File: config.mk
export PLATFORM = sky130hd
export DESIGN_NAME = addsub_seq_ctrl
export DESIGN_NICKNAME = d
export VERILOG_FILES = /design/src/rtl/addsub_ctrl_pkg.sv /design/src/rtl/btn_debounce.sv /design/src/rtl/addsub_seq_ctrl.sv
export SDC_FILE = /design/constraint.sdc
export NUM_CORES = 1
export LEC_CHECK = 0
export CAP_MARGIN = 20
export CORE_MARGIN = 10
export CORE_UTILIZATION = 40
export CTS_BUF_LIST = sky130_fd_sc_hd__clkbuf_8
export DETAILED_ROUTE_END_ITERATION = 8
export PLACE_DENSITY = 0.73
export SYNTH_ARGS = -nofsm -noshare
export SYNTH_HDL_FRONTEND = slang
export SYNTH_HIERARCHICAL = 1
export SYNTH_SLANG_ARGS = --single-unit
export TNS_END_PERCENT = 100
File: constraint.sdc
create_clock -name clock -period 1.73 [get_ports clock]
set_input_delay 0.346 -clock clock [delete_from_list [all_inputs] [get_ports clock]]
set_output_delay 0.346 -clock clock [all_outputs]
set_load 0.1 [all_outputs]
File: src/rtl/addsub_ctrl_pkg.sv
// Shared definitions for the add/subtract sequencing controller:
// FSM state encoding, datapath mode constants and the debounce counter sizing.
package addsub_ctrl_pkg;

   typedef enum logic [1:0] {
      ST_IDLE  = 2'd0,
      ST_LOAD  = 2'd1,
      ST_DRIVE = 2'd2,
      ST_CAPT  = 2'd3
   } ctrl_state_t;

   localparam logic MODE_ADD = 1'b0;
   localparam logic MODE_SUB = 1'b1;

   // Counter must be able to hold values 0..samples.
   function automatic int deb_cnt_w(input int samples);
      return $clog2(samples + 1);
   endfunction

endpackage

File: src/rtl/btn_debounce.sv
// Push-button debouncer: accepts a new level after DEB_SAMPLES consecutive
// clken samples that differ from the current stable level; pulses on a press.
module btn_debounce
   import addsub_ctrl_pkg::*;
#(
   parameter int DEB_SAMPLES = 3
) (
   input  logic clock,
   input  logic reset,
   input  logic clken,
   input  logic raw,
   output logic pulse
);

   localparam int             CW       = deb_cnt_w(DEB_SAMPLES);
   localparam logic [CW-1:0]  CNT_LAST = CW'(DEB_SAMPLES - 1);

   logic          stable;
   logic [CW-1:0] cnt;
   logic          accept;

   // The sample that completes a run of differing samples flips the stable level.
   assign accept = clken && (raw != stable) && (cnt == CNT_LAST);

   always_ff @(posedge clock) begin
      if (reset) begin
         stable <= 1'b0;
         cnt    <= '0;
         pulse  <= 1'b0;
      end else begin
         pulse <= accept && raw;
         if (clken) begin
            if (raw != stable) begin
               if (cnt == CNT_LAST) begin
                  stable <= raw;
                  cnt    <= '0;
               end else begin
                  cnt <= cnt + CW'(1);
               end
            end else begin
               cnt <= '0;
            end
         end
      end
   end

endmodule

File: src/rtl/addsub_seq_ctrl.sv
// Sequencing controller for the 4-bit add/subtract datapath: debounced button
// commands drive the external adder/subtractor and capture its result.
module addsub_seq_ctrl
   import addsub_ctrl_pkg::*;
#(
   parameter int DEB_SAMPLES = 3
) (
   input  logic        clock,
   input  logic        reset,
   input  logic        clken,
   input  logic        btn_load,
   input  logic        btn_add,
   input  logic        btn_sub,
   input  logic [7:0]  sw,
   output logic        as_addsub,
   output logic [3:0]  as_a,
   output logic [3:0]  as_b,
   input  logic [3:0]  as_r,
   input  logic        as_co,
   output logic [3:0]  acc,
   output logic        cflag,
   output logic        ovf,
   output logic [7:0]  opcount,
   output logic        busy,
   output logic [15:0] abus,
   output logic [1:0]  dbg_state
);

   ctrl_state_t state_q, state_d;
   logic        p_load, p_add, p_sub;
   logic [3:0]  breg;
   logic        opreg;
   logic        start_op;
   logic        op_mode;
   logic        ovf_calc;

   btn_debounce #(.DEB_SAMPLES(DEB_SAMPLES)) u_deb_load (
      .clock(clock), .reset(reset), .clken(clken), .raw(btn_load), .pulse(p_load)
   );
   btn_debounce #(.DEB_SAMPLES(DEB_SAMPLES)) u_deb_add (
      .clock(clock), .reset(reset), .clken(clken), .raw(btn_add), .pulse(p_add)
   );
   btn_debounce #(.DEB_SAMPLES(DEB_SAMPLES)) u_deb_sub (
      .clock(clock), .reset(reset), .clken(clken), .raw(btn_sub), .pulse(p_sub)
   );

   always_ff @(posedge clock) begin
      if (reset) state_q <= ST_IDLE;
      else       state_q <= state_d;
   end

   // Commands are only looked at in IDLE, so pulses while busy are dropped.
   always_comb begin
      state_d = state_q;
      case (state_q)
         ST_IDLE: begin
            if (p_load)               state_d = ST_LOAD;
            else if (p_sub || p_add)  state_d = ST_DRIVE;
         end
         ST_LOAD:  state_d = ST_IDLE;
         ST_DRIVE: state_d = ST_CAPT;
         ST_CAPT:  state_d = ST_IDLE;
         default:  state_d = ST_IDLE;
      endcase
   end

   always_comb begin
      busy     = (state_q != ST_IDLE);
      start_op = (state_q == ST_IDLE) && !p_load && (p_sub || p_add);
      op_mode  = p_sub ? MODE_SUB : MODE_ADD;
      // Subtract is A + ~B + 1, so the effective sign of B is inverted.
      ovf_calc = (as_a[3] == (breg[3] ^ opreg)) && (as_r[3] != as_a[3]);
   end

   always_ff @(posedge clock) begin
      if (reset) begin
         acc     <= 4'd0;
         cflag   <= 1'b0;
         ovf     <= 1'b0;
         opcount <= 8'd0;
         breg    <= 4'd0;
         opreg   <= MODE_ADD;
         as_a    <= 4'd0;
      end else begin
         if (start_op) begin
            breg  <= sw[3:0];
            opreg <= op_mode;
            as_a  <= acc;
         end
         if (state_q == ST_LOAD) begin
            acc     <= sw[7:4];
            cflag   <= 1'b0;
            ovf     <= 1'b0;
            opcount <= opcount + 8'd1;
         end else if (state_q == ST_CAPT) begin
            acc     <= as_r;
            cflag   <= as_co;
            ovf     <= ovf_calc;
            opcount <= opcount + 8'd1;
         end
      end
   end

   assign as_b      = breg;
   assign as_addsub = opreg;
   assign abus      = {3'b000, cflag, acc, sw[7:4], sw[3:0]};
   assign dbg_state = state_q;

endmodule
==> summary.rpt, run 1 <==
==== FLOW RESULTS ====
----------------------------------------------------
[GRT]
  Sum of overflow across all layers after global routing ........................ 0
  Maximum number of pins on one net before global-route repair ........................ 26

[Synthesis]
  Main kind of combinational logic by area ........................ simple AND/OR/NAND/NOR gates
  Cell taking the most area after synthesis ........................ sky130_fd_sc_hd__dfxtp_1
  Sequential element share of the synthesized area ........................ 0.441
  Cell area leaders ........................ sky130_fd_sc_hd__dfxtp_1 44%, sky130_fd_sc_hd__buf_4 8.0%, sky130_fd_sc_hd__mux2i_1 4.8%
  Mux cell area share ........................ 0.0544
  Primary FF master, synth ........................ sky130_fd_sc_hd__dfxtp_1
  Synthesis area per yosys ........................ 1680 µm²
  Avg Synthesized Cell Area ........................ 9.13 µm²
  Library cell with the highest instance count after synthesis ........................ sky130_fd_sc_hd__dfxtp_1

[Finish]
  Sequential portion of the cell area ........................ 0.278
  Share of cells above drive strength 1 ........................ 0.302
  Count of nets after finishing ........................ 251
  Repair and plain buffers ........................ 62
  Fill cells ........................ 320
  Share of the final layout cell area in multi-input gates ........................ 0.283
  Top reg by flops ........................ opcount

[Die]
  Count of boundary I/O pins ........................ 61
  Horizontal extent of the die ........................ 84.8 µm
  Chip area ........................ 7190 µm²
  Vertical die dimension ........................ 84.8 µm

[Final timing]
  Min Tclk post-route ........................ 1590 ps
  Final total negative setup slack ........................ 0 ps
  Slew of the pin with the lowest slew margin ........................ 586 ps

[Place]
  Cell total after placement ........................ 274
  Global placement routability congestion ........................ 0.717
  Detail Placement HPWL ........................ 3300 µm

[Clock network]
  Clk buf depth ........................ 2
  H-Tree Level Count ........................ 2
  Clock tree from TritonCTS ........................ yes

[Hold path]
  Worst Hold Launch ........................ u_deb_sub/pulse

[Pwr]
  Max VDD drop ........................ 613 µV
  Cell area power density ........................ 708 nW/µm²

[Detailed routing]
  Iteration count of the initial detailed-routing pass ........................ 4
  Mean number of vias per cell ........................ 5.11
  Overall via count from detail_route ........................ 1442
  DRT antenna net count ........................ 0

[Status]
  Run status ........................ complete, no violations

[Worst setup path]
  Critical path's largest stage delay ........................ 430 ps
  Register-to-register setup slack ........................ 310 ps

----------------------------------------------------
==> run 1: power by group <==
| group | internal (W) | total (W) | switching (W) |
|---|---|---|---|
| registers | 0.000858 | 0.000866 | 0.00000883 |
| logic | 0.000106 | 0.000278 | 0.000172 |
| clock network | 0.000470 | 0.000783 | 0.000313 |
==> run 1: per-stage QoR <==
step           hold WS (ps)  utilization  total power [W]  setup WS (ps)  instance area (µm²)
3_3_place_gp            460        0.646          0.00116           60.3                 2600
3_5_place_dp            464        0.646          0.00117           10.6                 2600
2_1_floorplan           444            -          0.00106          -49.6                 1700
4_1_cts                 490        0.675          0.00195            126                 2720
5_1_grt                 508        0.675          0.00198           96.2                 2720
6_report                483        0.675          0.00193            140                 2720
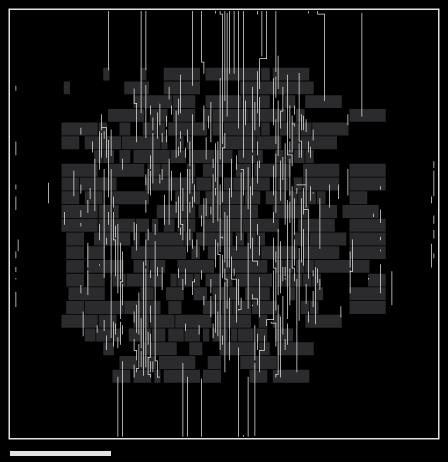
Fig. 1. Signal wires on met2 (run 1).
The bar under the picture is 20 µm long.
218 nets have wire on it. The layer carries 1970 µm of wire. The layer holds 46% of the routed length. The wires run mostly vertical.

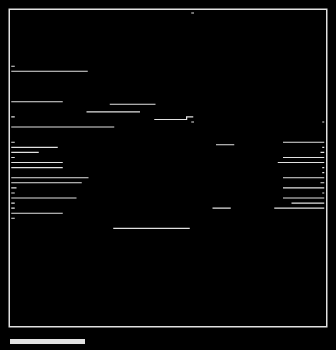
Fig. 2. Met3 routing (run 1).
The bar under the picture is 20 µm long.
The wires run mostly horizontal. The layer carries 341 µm of wire. The longest straight run is 27.4 µm. 39 nets have wire on it. The layer holds 8.0% of the routed length.

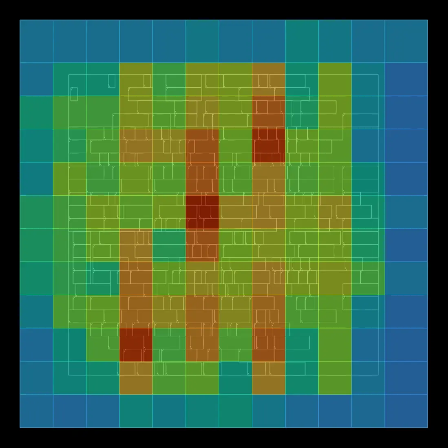
Fig. 3. Routing congestion (run 1).
total global-route track usage: 0.116
Top Usage Layer GRT: met2

==> inputs of run 2 (changes only) <==
--- a/config.mk
+++ b/config.mk
@@ -5,7 +5,7 @@
 export SDC_FILE = /design/constraint.sdc
 export NUM_CORES = 1
 export LEC_CHECK = 0
-export CAP_MARGIN = 20
+export CAP_MARGIN = 30
 export CORE_MARGIN = 10
 export CORE_UTILIZATION = 40
 export CTS_BUF_LIST = sky130_fd_sc_hd__clkbuf_8
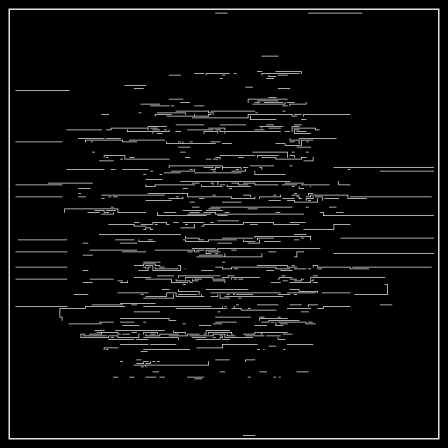
Fig. 4. M1 wires (run 2).
The wires run mostly horizontal. The longest straight run is 21.8 µm. The layer carries 1870 µm of wire. The layer holds 44% of the routed length. 217 nets have wire on it.

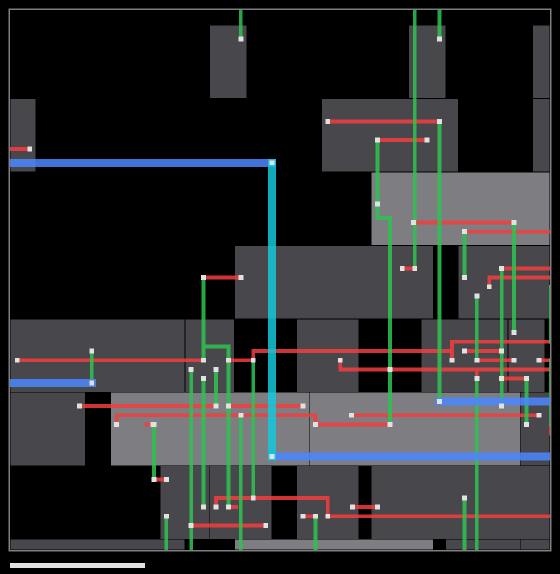
Fig. 5. Close-up of the layout (run 2).
The bar under the picture is 5 µm long. Window x 11 to 31, y 54 to 74 µm. Cells in grey, sequential cells in the stronger grey; small squares are vias.
Red shows met1. Blue shows met3. Green shows met2. Cyan shows met4.
20 logic cells have their middle in the window. Sequential cells in the window: 3. Netlist names of flops here include opcount (2), cflag (1). Most frequent: conb_1 (3), buf_12 (3).

==> summary.rpt, run 2 <==
==== FLOW RESULTS ====
----------------------------------------------------
[Status]
  Run status ........................ complete, no violations

[Worst setup path]
  Cell depth of the worst setup path ........................ 2
  Critical path's largest stage delay ........................ 430 ps
  Register-to-register setup slack ........................ 310 ps
  Arrival time of the worst setup path ........................ 1240 ps

[Place]
  Port Buffer Count ........................ 57
  Detail Placement HPWL ........................ 3300 µm
  Placed Area ........................ 2600 µm²
  Cell total after placement ........................ 274
  Pre-CTS setup slack ........................ 10.6 ps
  Global placement routability congestion ........................ 0.717

[Clock network]
  H-Tree Level Count ........................ 2
  CTS Hold Buffers Added ........................ 0
  Clk buf depth ........................ 2
  Clock tree from TritonCTS ........................ yes

[Synthesis]
  Primary FF master, synth ........................ sky130_fd_sc_hd__dfxtp_1
  Avg Synthesized Cell Area ........................ 9.13 µm²
  Cell taking the most area after synthesis ........................ sky130_fd_sc_hd__dfxtp_1
  Sequential element share of the synthesized area ........................ 0.441
  Count of library flops with an enable pin ........................ 0
  Mux cell area share ........................ 0.0544
  Proportion of netlist area held by the largest area contributor ........................ 0.441
  Main kind of combinational logic by area ........................ simple AND/OR/NAND/NOR gates
  FFs w/ async S/R, synth ........................ 0
  Library cell with the highest instance count after synthesis ........................ sky130_fd_sc_hd__dfxtp_1
  Compound-cell area share of the yosys netlist ........................ 0.130
  Synthesis area per yosys ........................ 1680 µm²
  Cell area leaders ........................ sky130_fd_sc_hd__dfxtp_1 44%, sky130_fd_sc_hd__buf_4 8.0%, sky130_fd_sc_hd__mux2i_1 4.8%

[Final timing]
  Min Tclk post-route ........................ 1590 ps
  Worst setup slack after layout ........................ 140 ps
  Final total negative setup slack ........................ 0 ps
  Smallest hold slack ........................ 483 ps
  Slew of the pin with the lowest slew margin ........................ 586 ps
  Unrepaired setup endpoints after global routing ........................ no

[GRT]
  Sum of overflow across all layers after global routing ........................ 0
  Top Usage Layer GRT ........................ met2
  Total global-route track usage ........................ 0.116
  Maximum number of pins on one net before global-route repair ........................ 26
  Via count of the first global-routing pass ........................ 1450

[Pwr]
  Cell area power density ........................ 708 nW/µm²
  Max VDD drop ........................ 613 µV
  Power Total ........................ 0.00193 W
  Leakage power ........................ 0.995 nW

[Finish]
  Top reg by flops ........................ opcount
  Share of cells above drive strength 1 ........................ 0.302
  Final instance area ........................ 2720 µm²
  Count of nets after finishing ........................ 251
  Layout overhead on the synthesized area ........................ 62.1%
  Core utilization of the finished layout ........................ 0.675

[Hold path]
  Worst Hold Launch ........................ u_deb_sub/pulse

[Die]
  Starting utilization of the core area ........................ 0.417
  Horizontal extent of the die ........................ 84.8 µm
  Count of boundary I/O pins ........................ 61
  Vertical die dimension ........................ 84.8 µm
  Chip area ........................ 7190 µm²
  Cell Rows ........................ 23

[Detailed routing]
  DRT antenna net count ........................ 0
  Iteration count of the initial detailed-routing pass ........................ 4
  Mean number of vias per cell ........................ 5.11
  Overall via count from detail_route ........................ 1442

----------------------------------------------------
run 2: cell counts after synthesis:
No cell type changed its count.
run 2: layout make-up:
cell class              count  area [µm²]
fillers                   320        1310
clock inverters             2        36.3
inverters                   4        15.0
multi-input cells         121         771
repair buffers             62         998
flip-flops and latches     37         756
well taps                  50        62.6
clock buffers               6        82.6
run 2: power by group:
group / switching (W) / internal [W] / leakage, nW
combinational: 0.000172 / 0.000106 / 0.630
clock: 0.000313 / 0.000470 / 0.0617
sequential: 0.00000883 / 0.000858 / 0.304
total: 0.000494 / 0.00143 / 0.995
run 2: worst reg2reg max path, cell delays in order, from the launching register on:
cell and delay (ps):
sky130_fd_sc_hd__dfxtp_4 430, sky130_fd_sc_hd__or3_1 540, sky130_fd_sc_hd__o21ai_0 250, sky130_fd_sc_hd__a21oi_1 100
No activity file was given, so power comes from the tool's default toggle rates.
